Run 1, placement view:
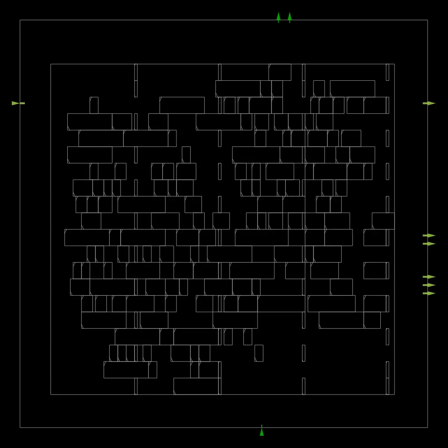
Run 1, I/O nets highlighted:
Scale: 8 px per µm.
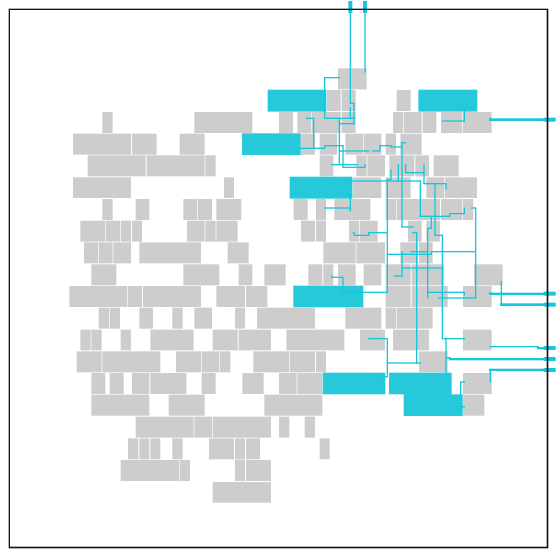
Run 1, wire density map:
Scale: 6 px per µm. 13 x 13 tiles, from dark blue (low) to red (high), scaled to the fullest tile. Values are wire area over tile area, all layers added.
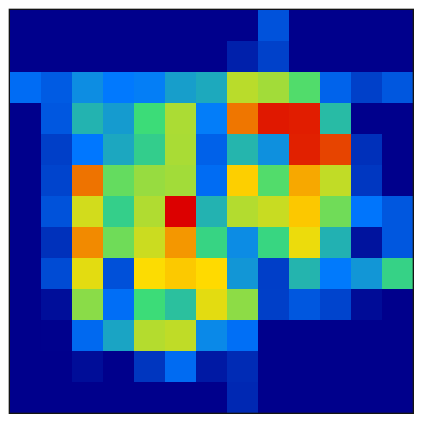
Run 1, signal wires by layer:
Scale: 6 px per µm. Only two layers are drawn.
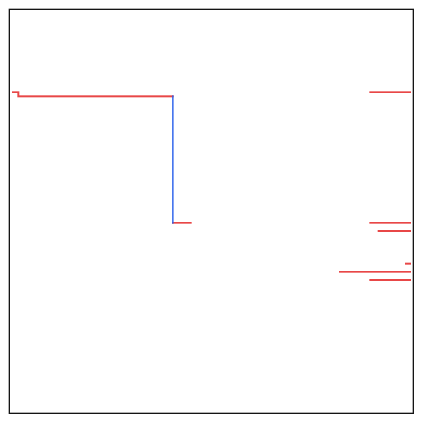
File: config.mk
export PLATFORM = sky130hd
export DESIGN_NAME = counter_top
export DESIGN_NICKNAME = d
export VERILOG_FILES = /design/src/rtl/counter_top.sv
export SDC_FILE = /design/constraint.sdc
export NUM_CORES = 1
export LEC_CHECK = 0
export CAP_MARGIN = 10
export CORE_MARGIN = 5
export CORE_UTILIZATION = 40
export CTS_CLUSTER_DIAMETER = 120
export CTS_CLUSTER_SIZE = 24
export DETAILED_ROUTE_END_ITERATION = 6
export GPL_TIMING_DRIVEN = 0
export SLEW_MARGIN = 20
export SYNTH_ARGS = -nofsm -noshare
export SYNTH_HDL_FRONTEND = slang
export SYNTH_SLANG_ARGS = --single-unit
File: constraint.sdc
create_clock -name clk -period 2.27 [get_ports clk]
set_clock_uncertainty 0.2 [all_clocks]
set_input_delay 0.681 -clock clk [delete_from_list [all_inputs] [get_ports clk]]
set_output_delay 0.681 -clock clk [all_outputs]
set_load 0.005 [all_outputs]
File: src/rtl/counter_top.sv
// rtl/counter_top.sv - free-running prescaled up-counter with configurable step and terminal value
// Smoke-target counter: a 16-bit prescaler gates count events; each event adds STEP or wraps to 0.
module counter_top #(
  parameter int WIDTH    = 8,
  parameter int STEP     = 1,
  parameter int MAX_VAL  = 255,
  parameter int PRESCALE = 1
) (
  input  logic             clk,
  input  logic             rst,
  output logic [WIDTH-1:0] outCounter
);

  localparam int              W1       = WIDTH + 1;
  localparam logic [W1-1:0]   STEP_W   = W1'(STEP);
  localparam logic [W1-1:0]   MAX_W    = W1'(MAX_VAL);
  localparam logic [15:0]     PRE_LAST = 16'(PRESCALE - 1);

  if (longint'(MAX_VAL) > ((longint'(1) << WIDTH) - 1) || MAX_VAL < 0) begin : g_bad_max
    $error("counter_top: MAX_VAL %0d does not fit in WIDTH %0d", MAX_VAL, WIDTH);
  end
  if (STEP < 1 || longint'(STEP) > ((longint'(1) << WIDTH) - 1)) begin : g_bad_step
    $error("counter_top: STEP %0d out of range", STEP);
  end
  if (PRESCALE < 1 || PRESCALE > 65535) begin : g_bad_pre
    $error("counter_top: PRESCALE %0d out of range", PRESCALE);
  end

  logic [15:0]      pre_q, pre_d;
  logic [WIDTH-1:0] cnt_q, cnt_d;
  logic [W1-1:0]    sum;
  logic             tick;

  always_comb begin
    pre_d = pre_q + 16'd1;
    tick  = 1'b0;
    if (pre_q == PRE_LAST) begin
      pre_d = '0;
      tick  = 1'b1;
    end

    // Sum carries one extra bit so a step past the top of the range is seen, not wrapped.
    sum   = {1'b0, cnt_q} + STEP_W;
    cnt_d = cnt_q;
    if (tick) begin
      if ({1'b0, cnt_q} >= MAX_W) begin
        cnt_d = '0;
      end else if (sum > MAX_W) begin
        cnt_d = '0;
      end else begin
        cnt_d = sum[WIDTH-1:0];
      end
    end
  end

  always_ff @(posedge clk) begin
    if (rst) begin
      pre_q <= '0;
      cnt_q <= '0;
    end else begin
      pre_q <= pre_d;
      cnt_q <= cnt_d;
    end
  end

  assign outCounter = cnt_q;

endmodule

==> ci_impl_report.md, run 1 <==
### Metrics collected by this job

| Metric | Value |
|---|---|
| Worst Path Required | 1390 ps |
| I/O pin count | 10 |
| Synth-to-layout area growth | 13.1% |
| Insertion Delay late pin | 310 ps |
| Period utilization | 0.950 |
| Clock Path Buffers | 2 |
| Hold Vio Cnt, Final | 0 |
| Layout cells sized above 1 | 0.169 |
| Syn nets | 155 |
| DP Worst Slack | -2.33 ps |
| Hold crit path type | reg2reg |
| Fin crit period | 2160 ps |
| CTS tree | yes |
| R2R depth | 7 |
| YS warnings | 0 |
| # resized after CTS | 1 |
| Routed WL per cell | 11.6 µm |
| Final ANT Viol Nets | 0 |
| Global-route wire length before repair | 4350 µm |
| Syn Inst Count | 149 |
| VDD IR-drop max | 0.000223 V |
| Antenna Cells | 0 |
| HPWL after DPL | 1830 µm |
| Top delay family on crit path | buffers and inverters |
| CP Depth | 1 |
| Proportion of power drawn by combinational gates | 0.056 |
| Port Buffers | 8 |
| Overall Global Routing Usage | 0.125 |
| Vias per cell | 5.14 |
| Setup ws final | 114 ps |
| Clock root buffer | clkbuf_4 |
| Syn_area_per_cell | 8.75 µm² |
| Setup crit end | outCounter[6] |
| DRC viols | 0 |
| Die Area | 0.00450 mm² |
| Sw Share | 0.223 |
| Leakage | 0.449 nW |
| Sequential share of power | 0.664 |
| CP max stage cell | clkdlybuf4s50_1 |
| Crit start category | flop |
| Internal power | 0.507 mW |
| CP endpoint kind | output pin |
| Synthesized registers | 24 |
| Buffers & Inverters on Critical Path | 1 |
| Clock buffer count from CTS | 3 |
| Clock Power Share | 0.279 |
| Post-synth EDFFs | 0 |
| Cell Type Count | 38 |
| Seq/Total Area, Yosys | 0.369 |
| Setup Buffers After CTS | 0 |
| CTS H-tree lvls | 1 |
| Crit-path cells | clkdlybuf4s50_1 |
| DR iter-0 viols | 66 |
| Max-slew violation count | 0 |
| Number of global-route vias before repair | 1013 |
| Fin Hold WS | 268 ps |
| Max Fclk | 0.464 GHz |
| # hold bufs at CTS | 0 |
| CP Data Arrival Time | 1270 ps |
| Worst setup path start | outCounter[6] |
| Finish-stage setup viols | 0 |
| Gpl congestion | 0.758 |
| Status | complete, no violations |
| Die width | 67.1 µm |
| Ys cells | 149 |
| Largest net degree at the start of global routing | 13 |
| MaxCap Viol Count | 0 |
| Total clock sinks | 24 |
| Kind of critical path | reg2out |
| Mapped cell area | 0.00130 mm² |
| Post-synth area from yosys stat | 0.00130 mm² |
| Clock slew at reported path FFs | 140 ps |
| FF-to-FF Start | outCounter[0] |
| FP Core Util | 0.424 |
| Drt first pass iters | 4 |
| Vias | 1048 |
| OpenROAD warnings | 28 |
| Die H | 67.1 µm |
| R2R Setup Slk | 180 ps |
| WHS Path Cells | 1 |
| Reg-to-reg endpoint | outCounter[4] |
| Initial antenna violation count | 0 |
| P_sw | 0.145 mW |
| Congestion Overflow GR | 0 |
| Main flop type | dfxtp_1 |
| Critical-path maximum fanout | 6 |
| Critical path's largest stage delay | 530 ps |
| RSZ-0062 raised after global routing | no |
| Drt total wl | 2370 µm |
| Asr flop ratio synth | 0 |
| Power density cells | 443 mW/mm² |
| Worst-margin pin slew | 459 ps |
| Final-stage net count | 168 |
| Rel. slew slack | 0.694 |
About 'placement view':
Flop Count: 24
non-filler instance count after layout: 204
fraction of area in registers: 0.331
core area: 0.00308 mm²
Row Count: 20

About 'I/O nets highlighted':
legend:
  cyan:
    port: `outCounter`
    direction: output
    end_cells: 8
    buffers: 8
    wire: 319 µm

About 'wire density map':
densest ninth of the die: middle
nearly empty tiles: 37%
emptiest ninth of the die: bottom right

About 'signal wires by layer':
legend:
  blue:
    layer: M4
    wire_length: 21.1 µm
  red:
    layer: M3
    wire_length: 68.1 µm

-- run 1: how the worst min path moves through the flow --
stage          endpoint      from  slack [ps]
5_1_grt        pre_q[0]  pre_q[0]         310
3_5_place_dp   pre_q[0]  pre_q[0]         240
3_3_place_gp   pre_q[0]  pre_q[0]         230
2_1_floorplan  pre_q[0]  pre_q[0]         230
4_1_cts        pre_q[0]  pre_q[0]         270
6_report       pre_q[0]  pre_q[0]         270
-- run 1: area by class of cell --
cell class	count	area, µm²
Clock buffer	3	22.5
Inverter	8	30.0
Buffer	6	42.5
Multi-Input combinational cell	111	756
Sequential cell	24	488
Fill cell	313	1600
Tap cell	44	55.1
Timing Repair Buffer	8	80.1
-- run 1: cell families after synthesis --
logic type,after synthesis,share of synthesized area
AOI/OAI and AO/OA,19,0.107
xor gates and xnor gates,16,0.107
adders and majority gates,4,0.0384
buffers and inverters,14,0.0557
DFF,24,0.369
and+or+nand+nor,72,0.322
-- run 1: metrics by stage --
step                 util  TNS [ps]  power [mW]  area, µm²  std cells
floorplan               -         0       0.464       1300        149
global placement    0.467         0       0.478       1440        201
detailed placement  0.467     -2.33       0.479       1440        201
CTS                 0.475         0       0.658       1460        204
global route        0.479         0       0.686       1470        204
finish              0.479         0       0.652       1470        204
-- run 1: cells in the mapped netlist, types with 2 or more instances --
master | count | area share
dfxtp_1 | 24 | 0.37
nor2_1 | 16 | 0.046
nand2_1 | 11 | 0.032
nor3_1 | 10 | 0.038
xnor2_1 | 10 | 0.067
a21oi_1 | 9 | 0.035
inv_1 | 8 | 0.023
nand3_1 | 8 | 0.031
nand4_1 | 7 | 0.034
xor2_1 | 6 | 0.040
ha_1 | 4 | 0.038
or3_1 | 4 | 0.019
a211oi_2 | 3 | 0.029
buf_4 | 3 | 0.017
a21boi_0 | 2 | 0.012
o21ai_0 | 2 | 0.0077
-- run 1: flip-flops by register name, indices dropped and copies added, names as in the netlist --
register,cells
outCounter,8
pre_q,16
-- run 1: power groups by stage --
| stage | Clock [mW] | Sequential (mW) | Combinational [mW] |
|---|---|---|---|
| after detailed placement | 0 | 0.443 | 0.0360 |
| after global routing | 0.209 | 0.435 | 0.0419 |
| after floorplan | 0 | 0.442 | 0.0228 |
| after CTS | 0.188 | 0.434 | 0.0363 |
| final | 0.182 | 0.433 | 0.0366 |
| after global placement | 0 | 0.442 | 0.0357 |
-- run 1: per-layer routing --
metal,up-vias,part of all wire,global-route usage
met5,-,0,0
li1,547,-,-
met2,7,0.49,0.216
met3,2,0.029,0.0270
met1,492,0.48,0.150
met4,0,0.0089,0.0456
-- run 1: cell usage in the layout (no fill, tap or decap), types with 2 or more instances in the layout --
cell and instances:
a211oi_2 3, a21boi_0 2, a21oi_1 9, buf_4 3
clkbuf_4 3, clkdlybuf4s50_1 8, dfxtp_1 20, dfxtp_2 3
ha_1 4, inv_1 8, nand2_1 11, nand3_1 8
nand4_1 7, nor2_1 16, nor3_1 9, nor3_2 2
o21ai_0 2, or3_1 4, xnor2_1 10, xor2_1 6
## Run 2: what changed since run 1
--- a/config.mk
+++ b/config.mk
@@ -5,6 +5,7 @@
 export SDC_FILE = /design/constraint.sdc
 export NUM_CORES = 1
 export LEC_CHECK = 0
+export ABC_CLOCK_PERIOD_IN_PS = 2270
 export CAP_MARGIN = 10
 export CORE_MARGIN = 5
 export CORE_UTILIZATION = 40
Run 2, where the registers sit:
Scale: 8 px per µm. Other cells in gray.
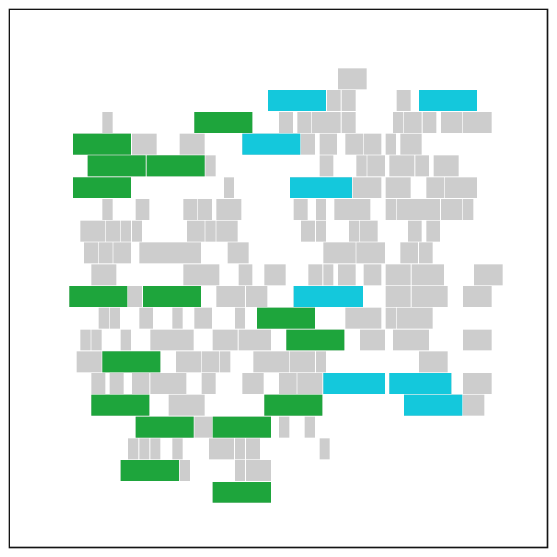
legend:
  cyan:
    signal: `outCounter`
    placed_flops: 8
  green:
    signal: `pre_q`
    placed_flops: 16

Run 2, I/O nets highlighted:
Scale: 8 px per µm.
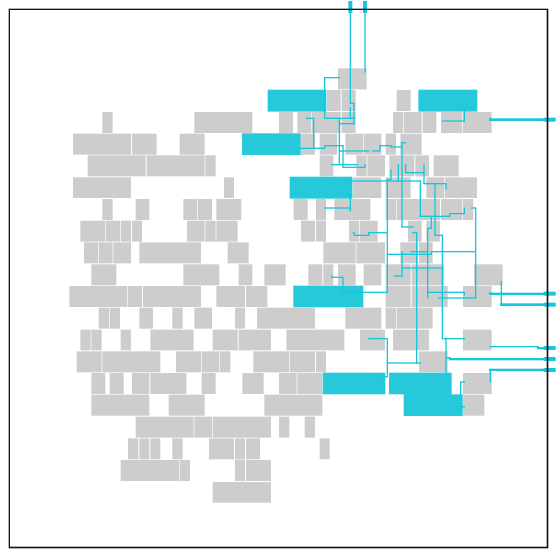
legend:
  cyan:
    port: `outCounter`
    direction: output
    end_cells: 8
    buffers: 8
    wire: 319 µm

Run 2, wire density map:
Scale: 6 px per µm. 13 x 13 tiles, from dark blue (low) to red (high), scaled to the fullest tile. Values are wire area over tile area, all layers added.
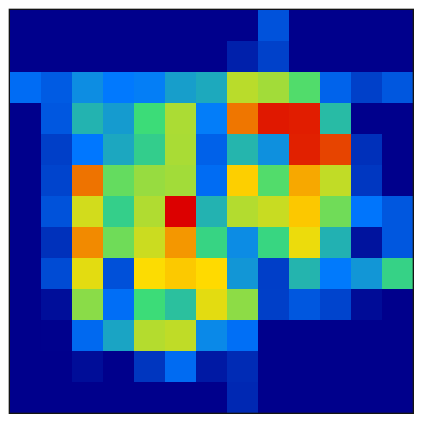
tiles over half the peak: 23%
nearly empty tiles: 37%
densest ninth of the die: middle
fullest tile: 0.31
emptiest ninth of the die: bottom right
mean over tiles: 0.081

==> ci_impl_report.md, run 2 <==
### Metrics collected by this job

| Metric | Value |
|---|---|
| Top-count cell post-synth | dfxtp_1 |
| Max-slew violation count | 0 (unchanged) |
| OpenROAD warnings | 28 (unchanged) |
| Seq/Total Area, Yosys | 0.369 (unchanged) |
| Number of global-route vias before repair | 1013 (unchanged) |
| R2R Setup Slk | 180 ps (about the same) |
| YS warnings | 0 (unchanged) |
| Met2 Track Usage GR | 0.216 (unchanged) |
| Final-stage net count | 168 (unchanged) |
| Total Power | 0.652 mW (unchanged) |
| Internal power | 0.507 mW (unchanged) |
| Sequential share of power | 0.664 (about the same) |
| Overall Global Routing Usage | 0.125 (unchanged) |
| Port Buffers | 8 (unchanged) |
| Clock buffer count from CTS | 3 (unchanged) |
| WHS Path Cells | 1 (unchanged) |
| Syn nets | 155 (unchanged) |
| R2R depth | 7 (unchanged) |
| Sw Share | 0.223 (unchanged) |
| Final ANT Viol Nets | 0 (unchanged) |
| Mapped cell area | 0.00130 mm² (unchanged) |
| Top cell excl fill/tap | dfxtp_1 |
| Vias | 1048 (unchanged) |
| Period utilization | 0.950 (unchanged) |
| Max Fclk | 0.464 GHz (unchanged) |
| # hold bufs at CTS | 0 (unchanged) |
| Vias per cell | 5.14 (unchanged) |
| Main flop type | dfxtp_1 |
| Initial antenna violation count | 0 (unchanged) |
| Global-route wire length before repair | 4350 µm (unchanged) |
| Die Area | 0.00450 mm² (unchanged) |
| Synth top cells by count | 24 x dfxtp_1, 16 x nor2_1, 11 x nand2_1, 10 x nor3_1, 10 x xnor2_1 |
| Crit start category | flop |
| Ys cells | 149 (unchanged) |
| Clock Path Buffers | 2 (unchanged) |
| Dominant comb cell | simple AND/OR/NAND/NOR gates |
| Critical-path maximum fanout | 6 (unchanged) |
| Biggest register | pre_q |
| Post-synth EDFFs | 0 (unchanged) |
| Crit-path cells | clkdlybuf4s50_1 |
| CTS tree | yes |
| GRT busiest layer | met2 |
| Clock Power Share | 0.279 (about the same) |
| Buffers & Inverters on Critical Path | 1 (unchanged) |
| FF-to-FF Start | outCounter[0] |
| Hold crit path type | reg2reg |
| Leading area contributor after synthesis | dfxtp_1 |
| HPWL after DPL | 1830 µm (unchanged) |
| Critical path's largest stage delay | 530 ps (about the same) |
| Area contributors post-synth | dfxtp_1 37%, xnor2_1 6.7%, nor2_1 4.6% |
| MaxCap Viol Count | 0 (unchanged) |
| Worst-margin pin slew | 459 ps (unchanged) |
| Largest net degree at the start of global routing | 13 (unchanged) |
| DR iter-0 viols | 66 (unchanged) |
| Top delay family on crit path | buffers and inverters |
| Synthesized registers | 24 (unchanged) |
| Post-synth area from yosys stat | 0.00130 mm² (unchanged) |
| Setup Buffers After CTS | 0 (unchanged) |
| Syn Inst Count | 149 (unchanged) |
| Reg-to-reg endpoint | outCounter[4] |
| Syn_area_per_cell | 8.75 µm² (unchanged) |
| # resized after CTS | 1 (unchanged) |
| Fin Setup TNS | 0 ps (unchanged) |
| Synth-to-layout area growth | 13.1% (unchanged) |
| CP endpoint kind | output pin |
| I/O pin count | 10 (unchanged) |
| Row Count | 20 (unchanged) |
| Fa+ha+maj area frac | 0.0384 (unchanged) |
| Drt total wl | 2370 µm (unchanged) |
| RSZ-0062 raised after global routing | no |
| Rel. slew slack | 0.694 (unchanged) |
| Total clock sinks | 24 (unchanged) |
| Drt first pass iters | 4 (unchanged) |
| Complex Gates by Area | 0.107 (unchanged) |
| Status | complete, no violations |
| FP Core Util | 0.424 (unchanged) |
| Power density cells | 443 mW/mm² (unchanged) |
| Cell Type Count | 38 (unchanged) |
| Met1 Use GR | 0.150 (unchanged) |
| Die H | 67.1 µm (unchanged) |
| Clock slew at reported path FFs | 140 ps (about the same) |
| Yosys simple share | 0.322 (unchanged) |
| Top cells excl fill/tap | 20 x dfxtp_1, 16 x nor2_1, 11 x nand2_1 |
| Die width | 67.1 µm (unchanged) |
| Post-synth mux share | 0 (unchanged) |
| Worst Hold End | pre_q[0] |
| P_sw | 0.145 mW (unchanged) |
| CP max stage cell | clkdlybuf4s50_1 |
| Fin crit period | 2160 ps (unchanged) |
| Met3 Use GR | 0.0270 (unchanged) |
| Layout cells sized above 1 | 0.169 (unchanged) |
| Asr flop ratio synth | 0 (unchanged) |
| Congestion Overflow GR | 0 (unchanged) |
| Worst Hold Launch | pre_q[0] |
| Insertion Delay late pin | 310 ps (about the same) |
| Number of flip-flops in the largest register | 16 (unchanged) |
| Kind of critical path | reg2out |
| Hold Vio Cnt, Final | 0 (unchanged) |
| Yosys top cell area share | 0.369 (unchanged) |
| Clock root buffer | clkbuf_4 |
| Gpl congestion | 0.758 (unchanged) |
| Xor/xnor share | 0.107 (unchanged) |
| CTS H-tree lvls | 1 (unchanged) |
| Worst Path Required | 1390 ps (about the same) |
| CP Depth | 1 (unchanged) |
| Proportion of power drawn by combinational gates | 0.056 (about the same) |
| CP Data Arrival Time | 1270 ps (about the same) |
| Finish-stage setup viols | 0 (unchanged) |
| DRC viols | 0 (unchanged) |
| Routed WL per cell | 11.6 µm (unchanged) |
| Core area | 0.00308 mm² (unchanged) |
| Antenna Cells | 0 (unchanged) |
| Leakage | 0.449 nW (unchanged) |
| VDD IR-drop max | 0.000223 V (unchanged) |
-- run 2: cell counts after synthesis --
Identical to the previous run, type by type.
-- run 2: kinds of logic after synthesis --
logic type                 count (synthesis)
xor gates and xnor gates                  16
and+or+nand+nor                           72
AOI/OAI and AO/OA                         19
adders and majority gates                  4
buffers and inverters                     14
DFF                                       24
-- run 2: per-layer routing --
layer	routed length [µm]	part of all wire
met5	0	0
met4	21	0.0089
met3	68	0.029
met2	1160	0.49
met1	1130	0.48
-- run 2: worst max-delay path by stage --
| stage | startpoint | endpoint | slack (ps) |
|---|---|---|---|
| final | outCounter[6] | outCounter[6] | 110 |
| after global routing | outCounter[1] | outCounter[5] | 20 |
| after CTS | outCounter[1] | outCounter[1] | 20 |
| after detailed placement | outCounter[0] | outCounter[4] | -2 |
| after global placement | outCounter[0] | outCounter[4] | 40 |
| after floorplan | outCounter[0] | outCounter[4] | 200 |
-- run 2: power groups by stage --
stage / logic [mW] / registers (mW) / clock network, mW
after floorplan: 0.0228 / 0.442 / 0
after global placement: 0.0357 / 0.442 / 0
after detailed placement: 0.0360 / 0.443 / 0
after CTS: 0.0363 / 0.434 / 0.188
after global routing: 0.0419 / 0.435 / 0.209
final: 0.0366 / 0.433 / 0.182
-- run 2: metrics by stage --
stage / std cells / cell area [µm²] / hold WS [ps] / worst slack [ps] / util
2_1_floorplan: 149 / 1300 / 225 / 199 / -
3_3_place_gp: 201 / 1440 / 235 / 37.6 / 0.467
3_5_place_dp: 201 / 1440 / 245 / -2.33 / 0.467
4_1_cts: 204 / 1460 / 273 / 18.3 / 0.475
5_1_grt: 204 / 1470 / 309 / 15.8 / 0.479
6_report: 204 / 1470 / 268 / 114 / 0.479
-- run 2: area by class of cell --
type,instances,area [µm²]
plain buffers,6,42.5
clock buffers,3,22.5
fillers,313,1600
inverters,8,30.0
multi-input cells,111,756
flip-flops and latches,24,488
well taps,44,55.1
repair buffers,8,80.1
## Run 3: what changed since run 2
--- a/config.mk
+++ b/config.mk
@@ -10,9 +10,9 @@
 export CORE_MARGIN = 5
 export CORE_UTILIZATION = 40
 export CTS_CLUSTER_DIAMETER = 120
-export CTS_CLUSTER_SIZE = 24
 export DETAILED_ROUTE_END_ITERATION = 6
 export GPL_TIMING_DRIVEN = 0
+export HOLD_SLACK_MARGIN = 0.02
 export SLEW_MARGIN = 20
 export SYNTH_ARGS = -nofsm -noshare
 export SYNTH_HDL_FRONTEND = slang
Run 3, where the registers sit:
Scale: 8 px per µm. Other cells in gray.
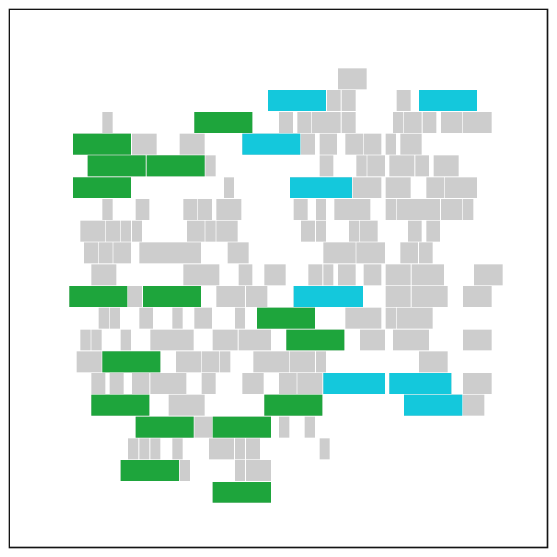
legend:
  green:
    signal: `pre_q`
    placed_flops: 16
  cyan:
    signal: `outCounter`
    placed_flops: 8

Run 3, wire density map:
Scale: 6 px per µm. 13 x 13 tiles, from dark blue (low) to red (high), scaled to the fullest tile. Values are wire area over tile area, all layers added.
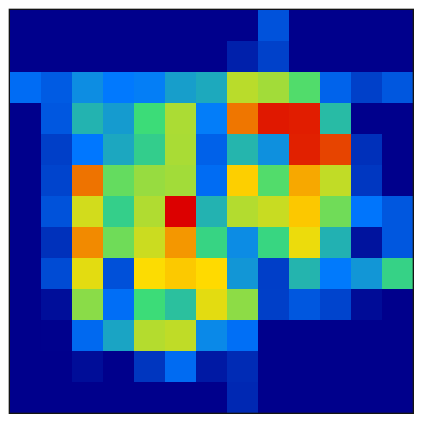
fullest tile: 0.31
densest ninth of the die: middle
emptiest ninth of the die: bottom right

Run 3, placement view:
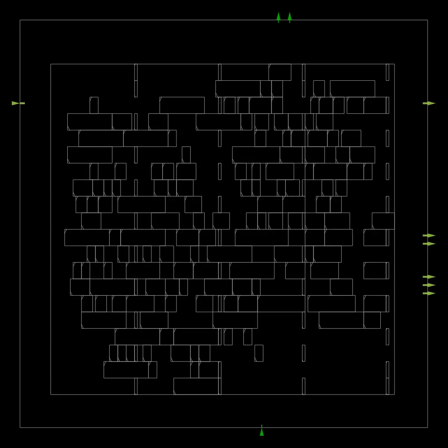
number of fill cells: 313
Tapcells: 44
Util after Layout: 0.479

==> ci_impl_report.md, run 3 <==
### Metrics collected by this job

| Metric | Value |
|---|---|
| Register Area | 488 µm² (unchanged) |
| Buffers & Inverters on Critical Path | 1 (unchanged) |
| DP Worst Slack | -2.33 ps (unchanged) |
| Worst Hold End | pre_q[0] |
| GRT busiest layer | met2 |
| Crit start category | flop |
| Reg-to-reg endpoint | outCounter[4] |
| CP max stage cell | clkdlybuf4s50_1 |
| OpenROAD warnings | 28 (unchanged) |
| Port Buffers | 8 (unchanged) |
| Total clock sinks | 24 (unchanged) |
| RSZ-0062 raised after global routing | no |
| Syn Inst Count | 149 (unchanged) |
| Syn nets | 155 (unchanged) |
| Final-stage net count | 168 (unchanged) |
| Met2 Track Usage GR | 0.216 (unchanged) |
| VDD IR-drop max | 0.000223 V (unchanged) |
| HPWL after DPL | 1830 µm (unchanged) |
| Fin Hold WS | 268 ps (unchanged) |
| WHS Path Cells | 1 (unchanged) |
| CTS H-tree lvls | 1 (unchanged) |
| Kind of critical path | reg2out |
| Largest net degree at the start of global routing | 13 (unchanged) |
| MaxCap Viol Count | 0 (unchanged) |
| Hold Vio Cnt, Final | 0 (unchanged) |
| Design Area, Final | 0.00147 mm² (unchanged) |
| Row Count | 20 (unchanged) |
| Synth top cells by count | 24 x dfxtp_1, 16 x nor2_1, 11 x nand2_1, 10 x nor3_1, 10 x xnor2_1 |
| Gpl congestion | 0.758 (unchanged) |
| Setup Buffers After CTS | 0 (unchanged) |
| Critical-path maximum fanout | 6 (unchanged) |
| CP endpoint kind | output pin |
| Drt first pass iters | 4 (unchanged) |
| Clock Path Buffers | 2 (unchanged) |
| Core area | 0.00308 mm² (unchanged) |
| Biggest register | pre_q |
| Fin Setup TNS | 0 ps (unchanged) |
| Placed cell count | 201 (unchanged) |
| Clock slew at reported path FFs | 140 ps (about the same) |
| DR iter-0 viols | 66 (unchanged) |
| DRC viols | 0 (unchanged) |
| Post-synth area from yosys stat | 0.00130 mm² (unchanged) |
| Met1 Use GR | 0.150 (unchanged) |
| YS warnings | 0 (unchanged) |
| Crit-path cells | clkdlybuf4s50_1 |
| Main flop type | dfxtp_1 |
| Die width | 67.1 µm (unchanged) |
| Critical path's largest stage delay | 530 ps (about the same) |
| Max-slew violation count | 0 (unchanged) |
| Layout cells sized above 1 | 0.169 (unchanged) |
| Number of global-route vias before repair | 1013 (unchanged) |
| Yosys top cell area share | 0.369 (unchanged) |
| Top-count cell post-synth | dfxtp_1 |
| Routed WL per cell | 11.6 µm (unchanged) |
| Die Area | 0.00450 mm² (unchanged) |
| CP Data Arrival Time | 1270 ps (about the same) |
| Worst Hold Launch | pre_q[0] |
| Fin crit period | 2160 ps (unchanged) |
| Leading area contributor after synthesis | dfxtp_1 |
| Period utilization | 0.950 (unchanged) |
| Ys cells | 149 (unchanged) |
| Drt total wl | 2370 µm (unchanged) |
| Synth-to-layout area growth | 13.1% (unchanged) |
| Area contributors post-synth | dfxtp_1 37%, xnor2_1 6.7%, nor2_1 4.6% |
| Non-filler instance count after layout | 204 (unchanged) |
| Clock buffer count from CTS | 3 (unchanged) |
| Overall Global Routing Usage | 0.125 (unchanged) |
| Top delay family on crit path | buffers and inverters |
| Power density cells | 443 mW/mm² (unchanged) |
| Finish-stage setup viols | 0 (unchanged) |
| FF-to-FF Start | outCounter[0] |
| Antenna Cells | 0 (unchanged) |
| Top cell excl fill/tap | dfxtp_1 |
| Insertion Delay late pin | 310 ps (about the same) |
| Max Fclk | 0.464 GHz (unchanged) |
| R2R depth | 7 (unchanged) |
| Top cells excl fill/tap | 20 x dfxtp_1, 16 x nor2_1, 11 x nand2_1 |
| Vias | 1048 (unchanged) |
| Post-synth EDFFs | 0 (unchanged) |
| Met3 Use GR | 0.0270 (unchanged) |
| Asr flop ratio synth | 0 (unchanged) |
| Clock root buffer | clkbuf_4 |
| CTS tree | yes |
| Final ANT Viol Nets | 0 (unchanged) |
| Global-route wire length before repair | 4350 µm (unchanged) |
| Worst Path Required | 1390 ps (about the same) |
| FP Core Util | 0.424 (unchanged) |
| Setup ws final | 114 ps (unchanged) |
| Vias per cell | 5.14 (unchanged) |
| Logic area | 756 µm² (unchanged) |
| Status | complete, no violations |
| Cell Type Count | 38 (unchanged) |
| Seq/Total Area, Yosys | 0.369 (unchanged) |
| Initial antenna violation count | 0 (unchanged) |
| # hold bufs at CTS | 0 (unchanged) |
| I/O pin count | 10 (unchanged) |
| Worst-margin pin slew | 459 ps (unchanged) |
| Rel. slew slack | 0.694 (unchanged) |
| Syn_area_per_cell | 8.75 µm² (unchanged) |
| Congestion Overflow GR | 0 (unchanged) |
| Synthesized registers | 24 (unchanged) |
| Hold crit path type | reg2reg |
| R2R Setup Slk | 180 ps (about the same) |
| Placed inst area | 0.00144 mm² (unchanged) |
| Number of flip-flops in the largest register | 16 (unchanged) |
| Leakage | 0.449 nW (unchanged) |
| Die H | 67.1 µm (unchanged) |
| Mapped cell area | 0.00130 mm² (unchanged) |
run 3: cell counts in the layout (fill, tap and decap cells not counted):
Identical to the previous run, type by type.
run 3: worst max path at each step:
stage	start	endpoint	depth (start not counted)
floorplan	outCounter[0]	outCounter[4]	7
global placement	outCounter[0]	outCounter[4]	7
detailed placement	outCounter[0]	outCounter[4]	7
CTS	outCounter[1]	outCounter[1]	1
global route	outCounter[1]	outCounter[5]	6
finish	outCounter[6]	outCounter[6]	1
run 3: repair_timing:
action | in CTS | in global routing
hold endpoints to repair | 0 | 0
gates resized | 1 | 5
cloned | 0 | 0
pin swaps | 0 | 0
setup endpoints to repair | 2 | 7
run 3: report_power, final:
part	switching, mW	leakage, nW	internal [mW]
combinational	0.0174	0.239	0.0192
sequential	0.00753	0.196	0.426
clock	0.120	0.0138	0.0619
run 3: per-layer routing:
layer	up-vias	routed length, µm	share of wire
met3	2	68	0.029
li1	547	-	-
met4	0	21	0.0089
met5	-	0	0
met1	492	1130	0.48
met2	7	1160	0.49
run 3: through the flow:
step	utilization	total power, mW
global placement	0.467	0.478
floorplan	-	0.464
CTS	0.475	0.658
global route	0.479	0.686
detailed placement	0.467	0.479
finish	0.479	0.652
run 3: cells by family (layout without fill, tap and decap cells):
family / count (synthesis) / after routing / synth area share
adder cells (fa/ha/maj): 4 / 4 / 0.0384
flip-flops: 24 / 24 / 0.369
AND-OR/OR-AND: 19 / 19 / 0.107
AND/OR/NAND/NOR: 72 / 72 / 0.322
buffers and inverters: 14 / 25 / 0.0557
XOR/XNOR: 16 / 16 / 0.107
run 3: area by class of cell:
cell class                 instances  share of cell area
multi-input combinational        111               0.513
tap                               44              0.0374
sequential                        24               0.331
buffer                             6              0.0289
clock buffer                       3              0.0153
timing repair buffer               8              0.0543
inverter                           8              0.0204
Power is estimated from default activity; no workload was simulated.
